Figure 1. Port wiring (run 1).
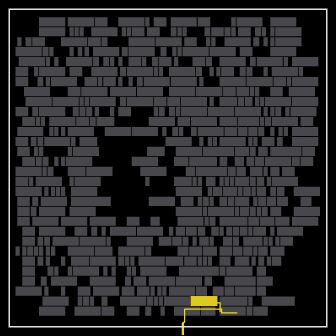
Figure 2. Placement density heat map (run 1).
9 x 9 tiles, from black (low) to pale yellow (high), 0 to 100% covered.
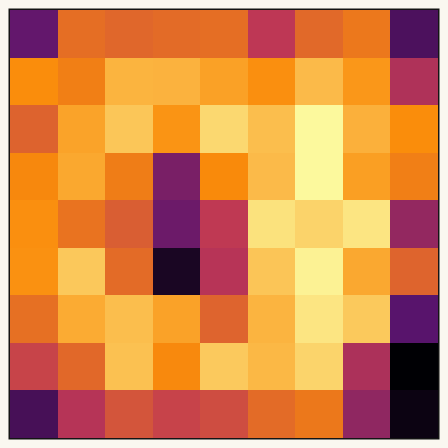
Figure 3. M3 wires (run 1).
Scale bar: 20 um.
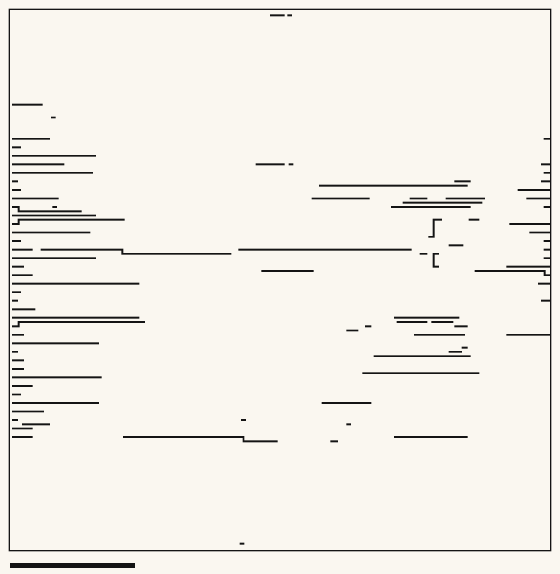
## config.mk

```make
export PLATFORM = sky130hd
export DESIGN_NAME = ncsp_mash_ctrl
export DESIGN_NICKNAME = d
export VERILOG_FILES = /design/src/rtl/ncsp_mash_ctrl.sv
export SDC_FILE = /design/constraint.sdc
export NUM_CORES = 1
export LEC_CHECK = 0
export ABC_AREA = 1
export CORE_MARGIN = 1
export CORE_UTILIZATION = 38
export DETAILED_ROUTE_END_ITERATION = 10
export PLACE_DENSITY = 0.88
export SLEW_MARGIN = 20
export SYNTH_ARGS = -nofsm -noshare
export SYNTH_HDL_FRONTEND = slang
export SYNTH_SLANG_ARGS = --single-unit
export TNS_END_PERCENT = 100
```

## constraint.sdc

```tcl
create_clock -name i_clk -period 1.6 [get_ports i_clk]
set_clock_uncertainty 0.1 [all_clocks]
set_input_delay 0.32 -clock i_clk [delete_from_list [all_inputs] [get_ports i_clk]]
set_output_delay 0.32 -clock i_clk [all_outputs]
set_load 0.05 [all_outputs]
```

## src/rtl/ncsp_mash_ctrl.sv

```systemverilog
// ncsp_mash_ctrl
// Sequencing and configuration controller for the three-level NCSP MASH
// modulator. It takes config words over a valid/ready handshake, drives the
// modulator's ff-reset / reset-release sequence so the staggered reset tree
// clears and releases in order, and applies live level updates coherently:
// all three levels change on the same edge.
//
// Phase timing: the phase counter is loaded with the phase length on entry
// and the phase ends when the counter reads 1, so each phase is visible for
// exactly its parameter's number of cycles. Control outputs are registered
// from the next-state decode, so they change on the same edge as the state
// register and never glitch.

module ncsp_mash_ctrl #(
  parameter int P_FFRST_CYC  = 2,
  parameter int P_HOLD_CYC   = 8,
  parameter int P_SETTLE_CYC = 8,
  parameter int P_CNT_W      = 8
) (
  input  logic        i_clk,
  input  logic        i_rst,
  input  logic        i_enable,
  input  logic        i_cfg_valid,
  output logic        o_cfg_ready,
  input  logic        i_cfg_restart,
  input  logic [7:0]  i_cfg_level1,
  input  logic [7:0]  i_cfg_level2,
  input  logic [7:0]  i_cfg_level3,
  input  logic [11:0] i_cfg_seed,
  input  logic [7:0]  i_cfg_sum_sel,
  input  logic [8:0]  i_cfg_cout_sel,
  output logic        o_mash_ff_rst,
  output logic        o_mash_rst_n,
  output logic [7:0]  o_level1,
  output logic [7:0]  o_level2,
  output logic [7:0]  o_level3,
  output logic [11:0] o_seed,
  output logic [7:0]  o_sum_sel,
  output logic [8:0]  o_cout_sel,
  output logic        o_running,
  output logic        o_busy
);

  // Full configuration word as held in the output registers.
  typedef struct packed {
    logic [7:0]  level1;
    logic [7:0]  level2;
    logic [7:0]  level3;
    logic [11:0] seed;
    logic [7:0]  sum_sel;
    logic [8:0]  cout_sel;
  } cfg_t;

  typedef enum logic [2:0] {
    S_OFF,
    S_FFRST,
    S_HOLD,
    S_RELEASE,
    S_RUN
  } state_t;

  localparam logic [P_CNT_W-1:0] LP_FFRST_LEN  = P_CNT_W'(P_FFRST_CYC);
  localparam logic [P_CNT_W-1:0] LP_HOLD_LEN   = P_CNT_W'(P_HOLD_CYC);
  localparam logic [P_CNT_W-1:0] LP_SETTLE_LEN = P_CNT_W'(P_SETTLE_CYC);
  localparam logic [P_CNT_W-1:0] LP_CNT_ONE    = P_CNT_W'(1);

  state_t              state, state_nxt;
  logic [P_CNT_W-1:0]  cnt;
  logic [P_CNT_W-1:0]  cnt_len;
  logic                phase_done;

  cfg_t                cfg_in, cfg_q;
  logic                cfg_loaded;
  logic                cfg_acc;
  logic                cfg_full_ld;

  logic                ff_rst_d, rst_n_d, busy_d, running_d, ready_d;

  // Handshake: ready is a registered decode of the state, so acceptance
  // depends only on registered signals plus i_cfg_valid.
  assign cfg_acc     = i_cfg_valid & o_cfg_ready;
  // Every accept in OFF and every restart accept loads the whole word;
  // a hot accept in RUN only touches the levels.
  assign cfg_full_ld = cfg_acc & ((state == S_OFF) | i_cfg_restart);
  assign phase_done  = (cnt == LP_CNT_ONE);

  assign cfg_in = {i_cfg_level1, i_cfg_level2, i_cfg_level3,
                   i_cfg_seed, i_cfg_sum_sel, i_cfg_cout_sel};

  // State register and phase counter (counter loads only on state change).
  always_ff @(posedge i_clk) begin
    if (i_rst) begin
      state <= S_OFF;
      cnt   <= '0;
    end else begin
      state <= state_nxt;
      if (state_nxt != state)
        cnt <= cnt_len;
      else if (cnt != '0)
        cnt <= cnt - LP_CNT_ONE;
    end
  end

  // Next-state: enable low always wins and parks the modulator in OFF.
  always_comb begin
    state_nxt = state;
    case (state)
      S_OFF: begin
        if (i_enable && (cfg_loaded || cfg_acc))
          state_nxt = S_FFRST;
      end
      S_FFRST: begin
        if (!i_enable)       state_nxt = S_OFF;
        else if (phase_done) state_nxt = S_HOLD;
      end
      S_HOLD: begin
        if (!i_enable)       state_nxt = S_OFF;
        else if (phase_done) state_nxt = S_RELEASE;
      end
      S_RELEASE: begin
        if (!i_enable)       state_nxt = S_OFF;
        else if (phase_done) state_nxt = S_RUN;
      end
      S_RUN: begin
        if (!i_enable)                    state_nxt = S_OFF;
        else if (cfg_acc && i_cfg_restart) state_nxt = S_FFRST;
      end
      default: state_nxt = S_OFF;
    endcase
  end

  // Phase length loaded into the counter on entry to each timed phase.
  always_comb begin
    cnt_len = '0;
    case (state_nxt)
      S_FFRST:   cnt_len = LP_FFRST_LEN;
      S_HOLD:    cnt_len = LP_HOLD_LEN;
      S_RELEASE: cnt_len = LP_SETTLE_LEN;
      default:   cnt_len = '0;
    endcase
  end

  // Output decode from the next state; registered below.
  always_comb begin
    ff_rst_d  = 1'b1;
    rst_n_d   = 1'b0;
    busy_d    = 1'b0;
    running_d = 1'b0;
    ready_d   = 1'b1;
    case (state_nxt)
      S_OFF: begin
        ff_rst_d = 1'b1;
        rst_n_d  = 1'b0;
      end
      S_FFRST: begin
        ff_rst_d = 1'b1;
        rst_n_d  = 1'b0;
        busy_d   = 1'b1;
        ready_d  = 1'b0;
      end
      S_HOLD: begin
        ff_rst_d = 1'b0;
        rst_n_d  = 1'b0;
        busy_d   = 1'b1;
        ready_d  = 1'b0;
      end
      S_RELEASE: begin
        ff_rst_d = 1'b0;
        rst_n_d  = 1'b1;
        busy_d   = 1'b1;
        ready_d  = 1'b0;
      end
      S_RUN: begin
        ff_rst_d  = 1'b0;
        rst_n_d   = 1'b1;
        running_d = 1'b1;
      end
      default: begin
        ff_rst_d = 1'b1;
        rst_n_d  = 1'b0;
      end
    endcase
  end

  // Control output registers; reset holds the modulator fully in reset.
  always_ff @(posedge i_clk) begin
    if (i_rst) begin
      o_mash_ff_rst <= 1'b1;
      o_mash_rst_n  <= 1'b0;
      o_busy        <= 1'b0;
      o_running     <= 1'b0;
      o_cfg_ready   <= 1'b1;
    end else begin
      o_mash_ff_rst <= ff_rst_d;
      o_mash_rst_n  <= rst_n_d;
      o_busy        <= busy_d;
      o_running     <= running_d;
      o_cfg_ready   <= ready_d;
    end
  end

  // Config registers: levels move together in one write so the modulator
  // never sees a mix of old and new levels. Config survives enable drops.
  always_ff @(posedge i_clk) begin
    if (i_rst) begin
      cfg_q      <= '0;
      cfg_loaded <= 1'b0;
    end else if (cfg_full_ld) begin
      cfg_q      <= cfg_in;
      cfg_loaded <= 1'b1;
    end else if (cfg_acc) begin
      cfg_q.level1 <= cfg_in.level1;
      cfg_q.level2 <= cfg_in.level2;
      cfg_q.level3 <= cfg_in.level3;
    end
  end

  assign o_level1   = cfg_q.level1;
  assign o_level2   = cfg_q.level2;
  assign o_level3   = cfg_q.level3;
  assign o_seed     = cfg_q.seed;
  assign o_sum_sel  = cfg_q.sum_sel;
  assign o_cout_sel = cfg_q.cout_sel;

endmodule

```

==> metrics.yaml, run 1 <==
status: "finished, violations left"
violations: "setup timing"
synth.yosys.num_cells: 353
dp_cells: 570
seq_power_mw: 2.24
syn_area_um2: 2693
yosysWarnings: 0
xor_area_share_pct: 1.626
cp.buffers_inverters: 1
topRoutingLayerUsed: "met4"
power.group.top: "combinational logic"
fin_ws_ps: -109.3
routed-wl-met2_um: 4619
dp_slack_ps: -444.0
cts_max_level: 3
nNetsFinal: 551
grt_pass1_vias: 2877
fin_util_pct: 75.09
synth_flops: 70
met2_usage_pct: 40.26
logic_family: "simple AND/OR/NAND/NOR gates"
drive_gt1_share_pct: 31.11
max-vdd-ir-drop_v: 0.0006671
yosysMostFrequentCell: "nor2_1"
remaining_drc_errors: 0
detail_route.vias_per_cell: 4.927
sequentialPowerShare_pct: 32.8
synthesis.nets: 414
cts-root-buf: "clkbuf_8"
worst_path_most_repeated_cell: "nand2_2"
slew_violations: 0
reg2regPathDepth: 9
r2r_slack_ps: -110
p_clk_mw: 1.56
tightest_slew_ps: 374.2
use_met1_pct: 25.28
period_used_pct: 106.8
cp_slowest_stage_delay_ps: 380
via_count: 2912
clkPwrFrac_pct: 22.8
synthAdderAreaFrac_pct: 1.394
layout_top_cell: "nor2_1"
rows: 30
hp-class: "register to register"
largest_register_ffs: 12
syn2layout_area_growth_pct: 90.52
leakage_nw: 2.173
ys_area_um2: 2693
ctsLongestPathBuffers: 2
path_clk_slew_ps: 80
ys_sh_mux_pct: 0
lay_top_cells: "nor2_1, dfxtp_1, buf_12"
seq_area_frac_synth_pct: 52.04
path_delay_family: "simple AND/OR/NAND/NOR gates"
power_mw: 6.824
comb_power_share_pct: 44.4
cp.required_ps: 1730
setup_violations: 10
final_cells: 591
slowest_stage: "dfxtp_4"
post-cts-setup-buffers: 3
final_area_um2: 5130
synthAoiAreaFrac_pct: 13.15
core_area_um2: 6832
hpwl_um: 5937
path_depth: 9
regArea_um2: 1420
Notes on Figure 1 above:
yellow -> `o_mash_ff_rst`  # direction output, end cells 1, wire 23.3 um
Port Buffer Count: 115
Ports: 116

Notes on Figure 2 above:
tiles over 75% full = 47%
mean over tiles = 68%
fullest tile = 99%

Notes on Figure 3 above:
share of all routed wire = 6.9%
wire length on this layer = 583 um
longest straight run = 27.4 um
nets with wire on the layer = 81
main direction = horizontal
Post-Route WL: 8506 um
met3 Use GR: 7.810%

## run 1: area by class of cell
cell class | instances | share of cell area (%)
Clock buffer | 12 | 2.829
Clock inverter | 4 | 1.366
Inverter | 20 | 1.512
Multi-Input combinational cell | 247 | 25.61
Sequential cell | 70 | 27.68
Tap cell | 96 | 2.341
Timing Repair Buffer | 142 | 38.66
## run 1: how the worst min path moves through the flow
stage	start	to	slack (ps)	cells after the start
after floorplan	cfg_loaded	cfg_loaded	350	2
after global routing	o_level3[7]	o_level3[7]	440	2
after global placement	cfg_loaded	cfg_loaded	390	2
after detailed placement	cfg_loaded	cfg_loaded	390	2
final	o_level1[6]	o_level1[6]	420	2
after CTS	cfg_loaded	cfg_loaded	400	2
==> inputs of run 2 (changes only) <==
Settings changed: CORE_MARGIN 1 to 2.
==> metrics.yaml, run 2 <==
status: "finished, violations left"
violations: "setup timing"
grt_usage_pct: 23.93
cp_slowest_stage_delay_ps: 340  # -40 ps
cp.buffers_inverters: 4  # +3
path_clk_slew_ps: 80  # about the same
clkPwrFrac_pct: 24.7  # +1.9 points
final_area_um2: 5285  # +3.0%
flop_cell: "dfxtp_1"
top_usage_layer: "met2"
grtUsageMet3_pct: 7.917  # +0.11 points
dp_cells: 569  # -0.18%
wl_met3_um: 737
cp.required_ps: 1750  # +20 ps
endpoint_kind: "register"
path_max_fanout: 3
slowest_stage: "dfxtp_1"
hpwl_um: 6213  # +4.7%
async_reset_ff_share_pct: 0
synth.yosys.num_cells: 353  # unchanged
holdWs_ps: 422.2
synth_flops: 70  # unchanged
p_switching_mw: 2.616
cts_sinks: 70
yosys-top-cells-area: "dfxtp_1, nor2_1, o21ai_0"
fp.dieH_um: 88.18
r2r_start: "cnt[2]"
avgRoutedWirePerCell_um: 15.66
grt_pass1_vias: 2985  # +3.8%
fmaxAchievable_mhz: 536.5
wl_met1_um: 3200
seq_power_mw: 2.22  # about the same
nNetsFinal: 561  # +1.8%
clk_latency_ps: 340
port_buffers: 115  # unchanged
ctsLongestPathBuffers: 2  # unchanged
met2_usage_pct: 43.81  # +3.6 points
seq_area_frac_synth_pct: 52.04  # unchanged
hp-class: "register to register"
first_iter_violations: 185
sequentialPowerShare_pct: 30.9  # -1.9 points
path_class: "register to register"
ys_top_cells_by_count: "nor2_1, dfxtp_1, o21ai_0, inv_1, nand2_1"
yosysWarnings: 0  # unchanged
start_kind: "register"
detail_route.vias_per_cell: 4.923  # about the same
grt_pass1_wl_um: 14170
cts-root-buf: "clkbuf_8"
use_met1_pct: 23.95  # -1.3 points
comb_power_share_pct: 44.4  # about the same
switching_share_pct: 36.39
power_mw: 7.189  # +5.3%
grt_remaining_overflow: 0
fin_util_pct: 77.36  # +2.3 points
synth_cells: 353
tightest_slew_ps: 401.4  # +27.20 ps
routed-wl-met2_um: 5050  # +9.3%
finalCriticalPeriod_ps: 1864
maxSlewHeadroom_pct: 73.21
synth.largest_area_cell: "dfxtp_1"
slew_violations: 0  # unchanged
rows: 30  # unchanged
ys_area_um2: 2693  # unchanged
arrival_ps: 2010
layout_top_cell: "nor2_1"
setup_violations: 12  # +2
core_area_um2: 6832  # unchanged
grt_setup_unrepaired: "true"
cts_inserted_buffers: 9
max-vdd-ir-drop_v: 0.0006936  # +4.0%
path_depth: 11  # +2
gp_congestion: 0.8783
boundaryPins: 116  # unchanged
syn_area_um2: 2693  # unchanged
remaining_drc_errors: 0  # unchanged
largest_register_ffs: 12  # unchanged
place_area_um2: 4674
internal_power_mw: 4.573
hold-path-endpoint: "o_seed[9]"
edf_count: 0
cts_tree: "yes"
antenna_found_initial: 0
worst_r2r_endpoint: "o_busy"
grt_max_degree: 35
num_antenna_cells: 0
fp_util_pct: 39.41
power.density_nw_per_um2: 1360
cts_max_level: 3  # unchanged
setup_tns_ps: -1841
synth_cell_types: 26
period_used_pct: 116.5  # +9.7 points
top_area_share_pct: 52.04
p_comb_mw: 3.19
topRoutingLayerUsed: "met4"
postRouteAntennaNets: 0
drive_gt1_share_pct: 34.06  # +2.9 points
worst_path_most_repeated_cell: "buf_4"
firstDrtPassIters: 4
crit_path_start: "cnt[2]"
critPathCapture: "o_busy"
crit_path_cell_trace: "nor2_2, nand2_4, o21ai_4, nand3_2, nand2_4, buf_4, buf_4, buf_4, nand3_1, nand2_1, inv_1"
final_cells: 601  # +1.7%
lay_top_cells: "nor2_1, dfxtp_1, buf_12"
synthesis.nets: 414  # unchanged
r2r_slack_ps: -260  # -150 ps
hold_viol: 0
warnings: 30
syn2layout_area_growth_pct: 96.28
fin_ws_ps: -263.9  # -154.6 ps
syn_area_per_cell_um2: 7.628
dp_slack_ps: -489.4  # -45.43 ps
leakage_nw: 2.246  # +3.4%
yosysMostFrequentCell: "nor2_1"
die_area_um2: 7775
die_width_um: 88.18
ctsHoldBuffers: 0
worstHoldStart: "o_seed[9]"
whs_path_depth: 2  # unchanged
cap_violations: 0
via_count: 2959  # +1.6%
p_clk_mw: 1.77  # +13%
power.group.top: "combinational logic"
path_delay_family: "simple AND/OR/NAND/NOR gates"
reg2regPathDepth: 11  # +2
drt_wl_total_um: 9411  # +11%
-- run 2: cells by family after synthesis --
family,share of synthesized area [%]
buf+inv,5.297
compound gates,13.15
simple gates,26.49
fa+ha+maj,1.394
flops,52.04
xor+xnor,1.626
-- run 2: timing repair --
| action | CTS | global route |
|---|---|---|
| gates resized | 53 | 23 |
| endpoints found under the setup margin | 13 | 15 |
| setup buffers | 13 | 3 |
| pin swaps | 15 | 10 |
| hold endpoints to repair | 0 | 0 |
-- run 2: layout make-up --
cell class,instances,area [um^2]
clock buffers,11,141.4
clock inverters,5,106.4
fillers,446,1546
inverters,20,80.08
multi-input cells,246,1355
flip-flops and latches,70,1423
well taps,96,120.1
repair buffers,153,2059
Figure 4. Placement density heat map (run 2).
9 x 9 tiles, from black (low) to pale yellow (high), 0 to 100% covered.
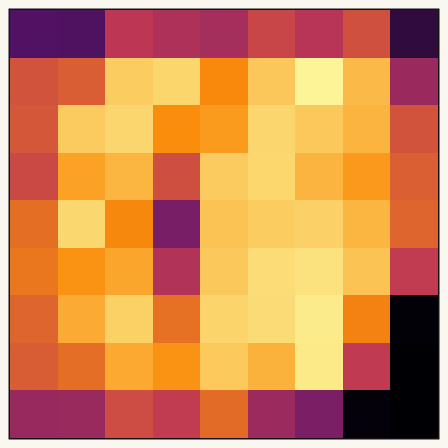
tiles over 75% full = 48%
nearly empty tiles = 4.9%
mean over tiles = 66%
fullest tile = 98%
emptiest ninth of the die = lower right

Figure 5. Port wiring (run 2).
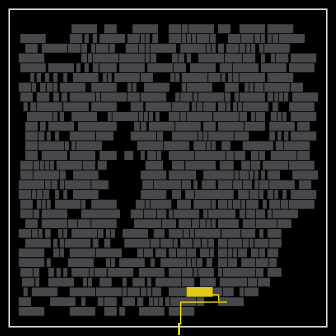
yellow -> `o_mash_ff_rst`  # direction output, end cells 1, wire 23.2 um

